Run 1, signal wires on met1:
Supply wires on this layer in gray.
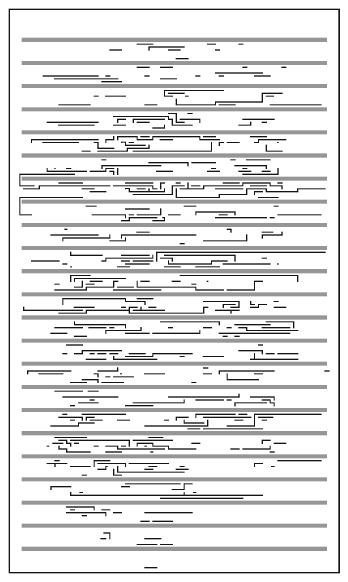
Run 1, M2 wires:
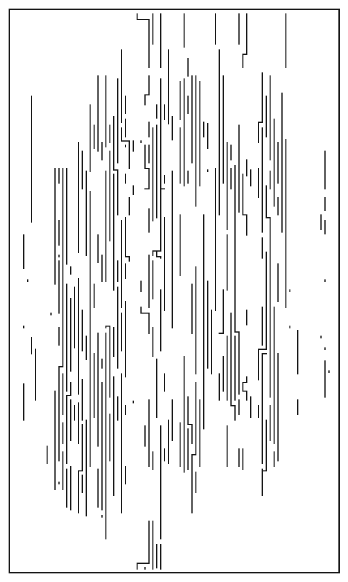
Run 1, the metal 3 layer:
The bar under the picture is 10 um long.
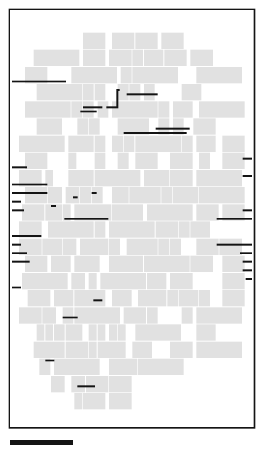
Run 1, the clock network:
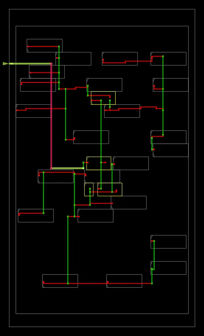
==> config.mk <==
export PLATFORM = sky130hd
export DESIGN_NAME = timer_digit_loader_flat
export DESIGN_NICKNAME = d
export VERILOG_FILES = /design/src/rtl/timer_digit_loader_if.sv /design/src/rtl/timer_digit_loader.sv /design/src/flat_wrapper.sv
export SDC_FILE = /design/constraint.sdc
export NUM_CORES = 1
export LEC_CHECK = 0
export CAP_MARGIN = 0
export CORE_ASPECT_RATIO = 1.75
export CORE_UTILIZATION = 51
export CTS_BUF_LIST = sky130_fd_sc_hd__clkbuf_8 sky130_fd_sc_hd__clkbuf_16
export DETAILED_ROUTE_END_ITERATION = 6
export GPL_TIMING_DRIVEN = 0
export PLACE_DENSITY = 0.92
export SLEW_MARGIN = 20
export SYNTH_ARGS = -nofsm -noshare
export SYNTH_HDL_FRONTEND = slang
export SYNTH_SLANG_ARGS = --single-unit
export TNS_END_PERCENT = 30
==> constraint.sdc <==
create_clock -name clk -period 4.1 [get_ports clk]
set_clock_uncertainty 0.05 [all_clocks]
set_input_delay 0.82 -clock clk [delete_from_list [all_inputs] [get_ports clk]]
set_output_delay 0.82 -clock clk [all_outputs]
set_load 0.03 [all_outputs]
==> out/metrics.cfg, run 1 <==
[power_and_ir_drop]
power_uw = 415.6
cellLeakagePower_nw = 0.5340
ir_drop_mv = 0.2206

[clock_tree]
post_cts_buffers = 0
path_clk_slew_ns = 0.09
post_cts_resized = 0
h-tree-depth = 1
cts_tree = yes
ctsLongestPathBuffers = 2
clock_latency_ns = 0.26
cts_hold_buf = 0
clock-sinks = 23

[route]
drtIter0Drc = 37
firstDrtPassIters = 4

[flow_run]
warnings = 27
maxCapViolations = 0

[synthesis]
ys_seq_share_pct = 38.49
postSynthAreaPerCell_sq_um = 9.886
ys_async_sr_fraction_pct = 0
synth.area.top_cells = dfxtp_1, nand3_1, nand3_2
netlist_area_sq_mm = 0.001196
synthDominantCellAreaShare_pct = 38.49
enable_flop_cells = 0
synth_flops = 23
synth_cell_type_count = 36

[min_path]
holdPathStages = 2
hold_path.class = reg2reg

[global_route]
grt_usage_pct = 23.67
antenna_found_initial = 0
grt_pass1_vias = 1003
grt_pass1_wl_um = 4429

[sta]
final.setup.tns_ns = 0
finalSetupViolations = 0
finalHoldViolCount = 0
slew_viol_final = 0

[cells_and_area]
nets = 169
synthToLayoutAreaGrowth_pct = 32.32
layout_top_cells = clkdlybuf4s50_1, nand3_1, dfxtp_1
fin_cells = 180

[floorplanning]
io-pin-count = 32
die-area_sq_mm = 0.002551
fp.dieH_um = 66.07
fp-utilization_pct = 55.71
num_rows = 22
fp.coreArea_sq_mm = 0.002147

[setup_path]
cp_num_buf_inv = 3
crit_path_frequent_cell = inv_1
cp_cell_sequence = inv_1 > ha_1 > nand2_1 > inv_1 > clkdlybuf4s50_1
crit_required_ns = 3.23
slowest_delay_ns = 0.59
critPathCaptureType = output pin
path_max_fanout = 4
critical_path_class = reg2out
startpoint_type = flip-flop
rr_worst_depth = 8

[placement]
dp_cells = 176
place_congestion = 0.7808
io_buffers = 31
place_area_sq_mm = 0.001536

[status]
outcome = completed

Notes on 'signal wires on met1' above:
longest straight run = 22.5 um
share of all routed wire = 39%
met1 Track Usage GR: 26.06%
Vias: 1052
Total Routed Length: 2656 um

Notes on 'M2 wires' above:
longest straight run = 32.3 um
wire length on this layer = 1420 um
share of all routed wire = 53%
main direction = vertical
GR Layer Usage met2: 41.88%

Notes on 'the metal 3 layer' above:
wire length on this layer = 96.8 um
main direction = horizontal
met3 Use GR: 2.694%

Notes on 'the clock network' above:
clock-net power: 144 uW
number of buffers created by CTS: 3

-- run 1: area by class of cell --
type,count,area (sq um),share of cell area [%]
buffer,8,108.9,6.877
clock buffer,3,41.29,2.609
clock inverter,1,5.005,0.3162
inverter,7,26.28,1.660
multi-input combinational,83,600.6,37.94
sequential,23,460.4,29.09
tap,24,30.03,1.897
timing repair buffer,31,310.3,19.60
-- run 1: cells in the mapped netlist (all sizes together), types with 2 or more instances --
cell and instances:
nand3 34, ha 2, buf 5, a21o 2, a21oi 17, clkbuf 2, inv 7, nor3 2
dfxtp 23, nand2 5, o21ai 2, nand4 2, nor2 3
-- run 1: logic make-up (layout without fill, tap and decap cells) --
group                    after synthesis  after routing  synth area share, %
AND/OR/NAND/NOR                       54             54                30.65
buffers and inverters                 15             50                11.30
adder cells (fa/ha/maj)                2              2                2.092
AND-OR/OR-AND                         27             27                17.47
flip-flops                            23             23                38.49
-- run 1: routing by layer --
metal  track usage (%)  routed length (um)  vias up
met3             2.694                  96        9
li1                  -                   -      507
met2             41.88                1420       39
met1             26.06                1042      497
met5                 0                   0        -
met4             11.64                  95        0
-- run 1: worst register-to-register path, delay by kind of cell (launching register included) --
kind	cells	cell delay (ns)
buf+inv	3	0.35
flops	1	0.39
compound gates	1	0.13
fa+ha+maj	1	0.21
simple gates	3	0.48
-- run 1: where the power goes --
group          switching (mW)  internal [mW]
combinational          0.0255         0.0210
clock                  0.0760         0.0678
sequential            0.00108          0.224
==> run 2, diff against run 1 <==
CORE_UTILIZATION = 47   (was 51)
PLACE_DENSITY = 0.86   (was 0.92)
clock period = 2.6 ns   (was 4.1 ns; I/O delays follow)
Run 2, gate families picked out:
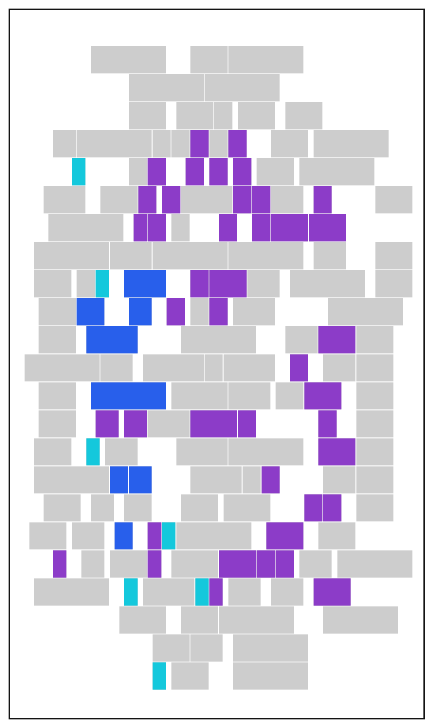
NAND gates -> purple  # cells 42
NOR gates -> blue  # cells 8, where left middle
inverters -> cyan  # cells 7
most frequently placed logic cell in the final layout: clkdlybuf4s50_1
Post-Layout Cell Count: 181

Run 2, M2 wires:
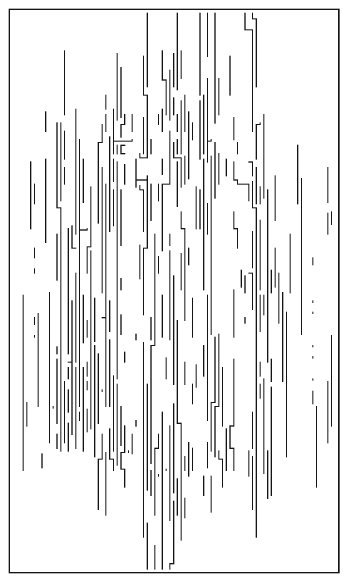
nets with wire on the layer = 153
longest straight run = 40.3 um
share of all routed wire = 57%
wire length on this layer = 1560 um
Total Routed Length: 2751 um
GR Layer Usage met2: 41.73%

==> run 2 against run 1 <==
Setup slack worse by 1.2 ns. Highest routed layer unchanged. Global-route usage is 0.70 points lower. Synthesized area stayed put. Register-to-register slack worse by 1.5 ns. Clock power is 53% higher. Critical path type unchanged.
==> out/metrics.cfg, run 2 <==
[status]
outcome = completed

[floorplanning]
die-area_sq_mm = 0.002759
fp-utilization_pct = 50.69
fp.dieH_um = 68.74
num_rows = 23
io-pin-count = 32

[synthesis]
mux_share_pct = 0
ys_async_sr_fraction_pct = 0
postSynthAreaPerCell_sq_um = 9.886
synth_cell_type_count = 36
yosysMostFrequentCell = nand3_1
synth_flops = 23
simple_gate_area_share_pct = 30.65
enable_flop_cells = 0
ys_top_cells_by_count = nand3_1, dfxtp_1, a21oi_2, nand3_2, a21oi_1
synthDominantCellAreaShare_pct = 38.49

[setup_path]
cp_cell_sequence = inv_1 > ha_1 > nand2_1 > inv_1 > clkdlybuf4s50_1
rr_worst_depth = 8
crit_required_ns = 2.03
slowest_delay_ns = 0.58
critPathCaptureType = output pin
crit_path_frequent_cell = inv_1
critical_path_class = reg2out
path_max_fanout = 4
startpoint_type = flip-flop

[placement]
place_area_sq_mm = 0.001538

[clock_tree]
clock_latency_ns = 0.26
ctsLongestPathBuffers = 2
post_cts_resized = 0
numCtsBuffers = 3
post_cts_buffers = 0
h-tree-depth = 1

[min_path]
hold_path.class = reg2reg

[global_route]
grt_usage_pct = 22.96
grt_pass1_vias = 1012

[power_and_ir_drop]
p_comb_share_pct = 11.4
ir_drop_mv = 0.3059
p_int_uw = 493.6
seqPwrFrac_pct = 54.7
cellLeakagePower_nw = 0.5340

[route]
via_count = 1052
firstDrtPassIters = 4
drtIter0Drc = 25

[sta]
finalHoldViolCount = 0
finalSetupViolations = 0
slew_viol_final = 0

[cells_and_area]
synthToLayoutAreaGrowth_pct = 32.43
layout_top_cells = clkdlybuf4s50_1, nand3_1, dfxtp_1

[run 2: tightest hold or removal path, delay by kind of cell (launching register included)]
kind               cells  cell delay [ns]
AOI/OAI and AO/OA      1             0.06
and+or+nand+nor        1             0.06
DFF                    1             0.31
[run 2: per-layer routing]
metal,GRT usage (%),vias up,wire (um)
li1,-,506,-
met1,22.16,504,1019
met2,41.73,34,1558
met3,2.885,8,102
met4,15.52,0,71
met5,0,-,0
[run 2: stage by stage]
stage / instances / total power, mW / hold slack [ns] / worst slack, ns
3_5_place_dp: 177 / 0.4372 / 0.4156 / 0.5105
3_3_place_gp: 177 / 0.4355 / 0.4056 / 0.5781
6_report: 181 / 0.6494 / 0.4238 / 0.2759
4_1_cts: 181 / 0.6557 / 0.4249 / 0.2799
2_1_floorplan: 121 / 0.4074 / 0.4276 / 0.8809
5_1_grt: 181 / 0.6797 / 0.4535 / 0.2026
[run 2: power groups by stage]
stage          combinational [mW]  clock, mW  sequential, mW
4_1_cts                    0.0742      0.226           0.355
3_3_place_gp               0.0721          0           0.363
2_1_floorplan              0.0419          0           0.366
6_report                   0.0740      0.220           0.355
5_1_grt                    0.0794      0.245           0.355
3_5_place_dp               0.0736          0           0.364
[run 2: cells by family (layout without fill, tap and decap cells)]
family / after synthesis / after routing
compound gates: 27 / 27
fa+ha+maj: 2 / 2
buf+inv: 15 / 50
flops: 23 / 23
simple gates: 54 / 54
[run 2: layout make-up]
class | count | area, sq um | area share, %
clock buffer | 3 | 41.29 | 2.607
inverter | 7 | 26.28 | 1.659
buffer | 8 | 108.9 | 6.872
tap | 25 | 31.28 | 1.975
clock inverter | 1 | 5.005 | 0.3160
timing repair buffer | 31 | 310.3 | 19.59
sequential | 23 | 460.4 | 29.07
multi-input combinational | 83 | 600.6 | 37.91
No activity file was given, so power comes from the tool's default toggle rates.
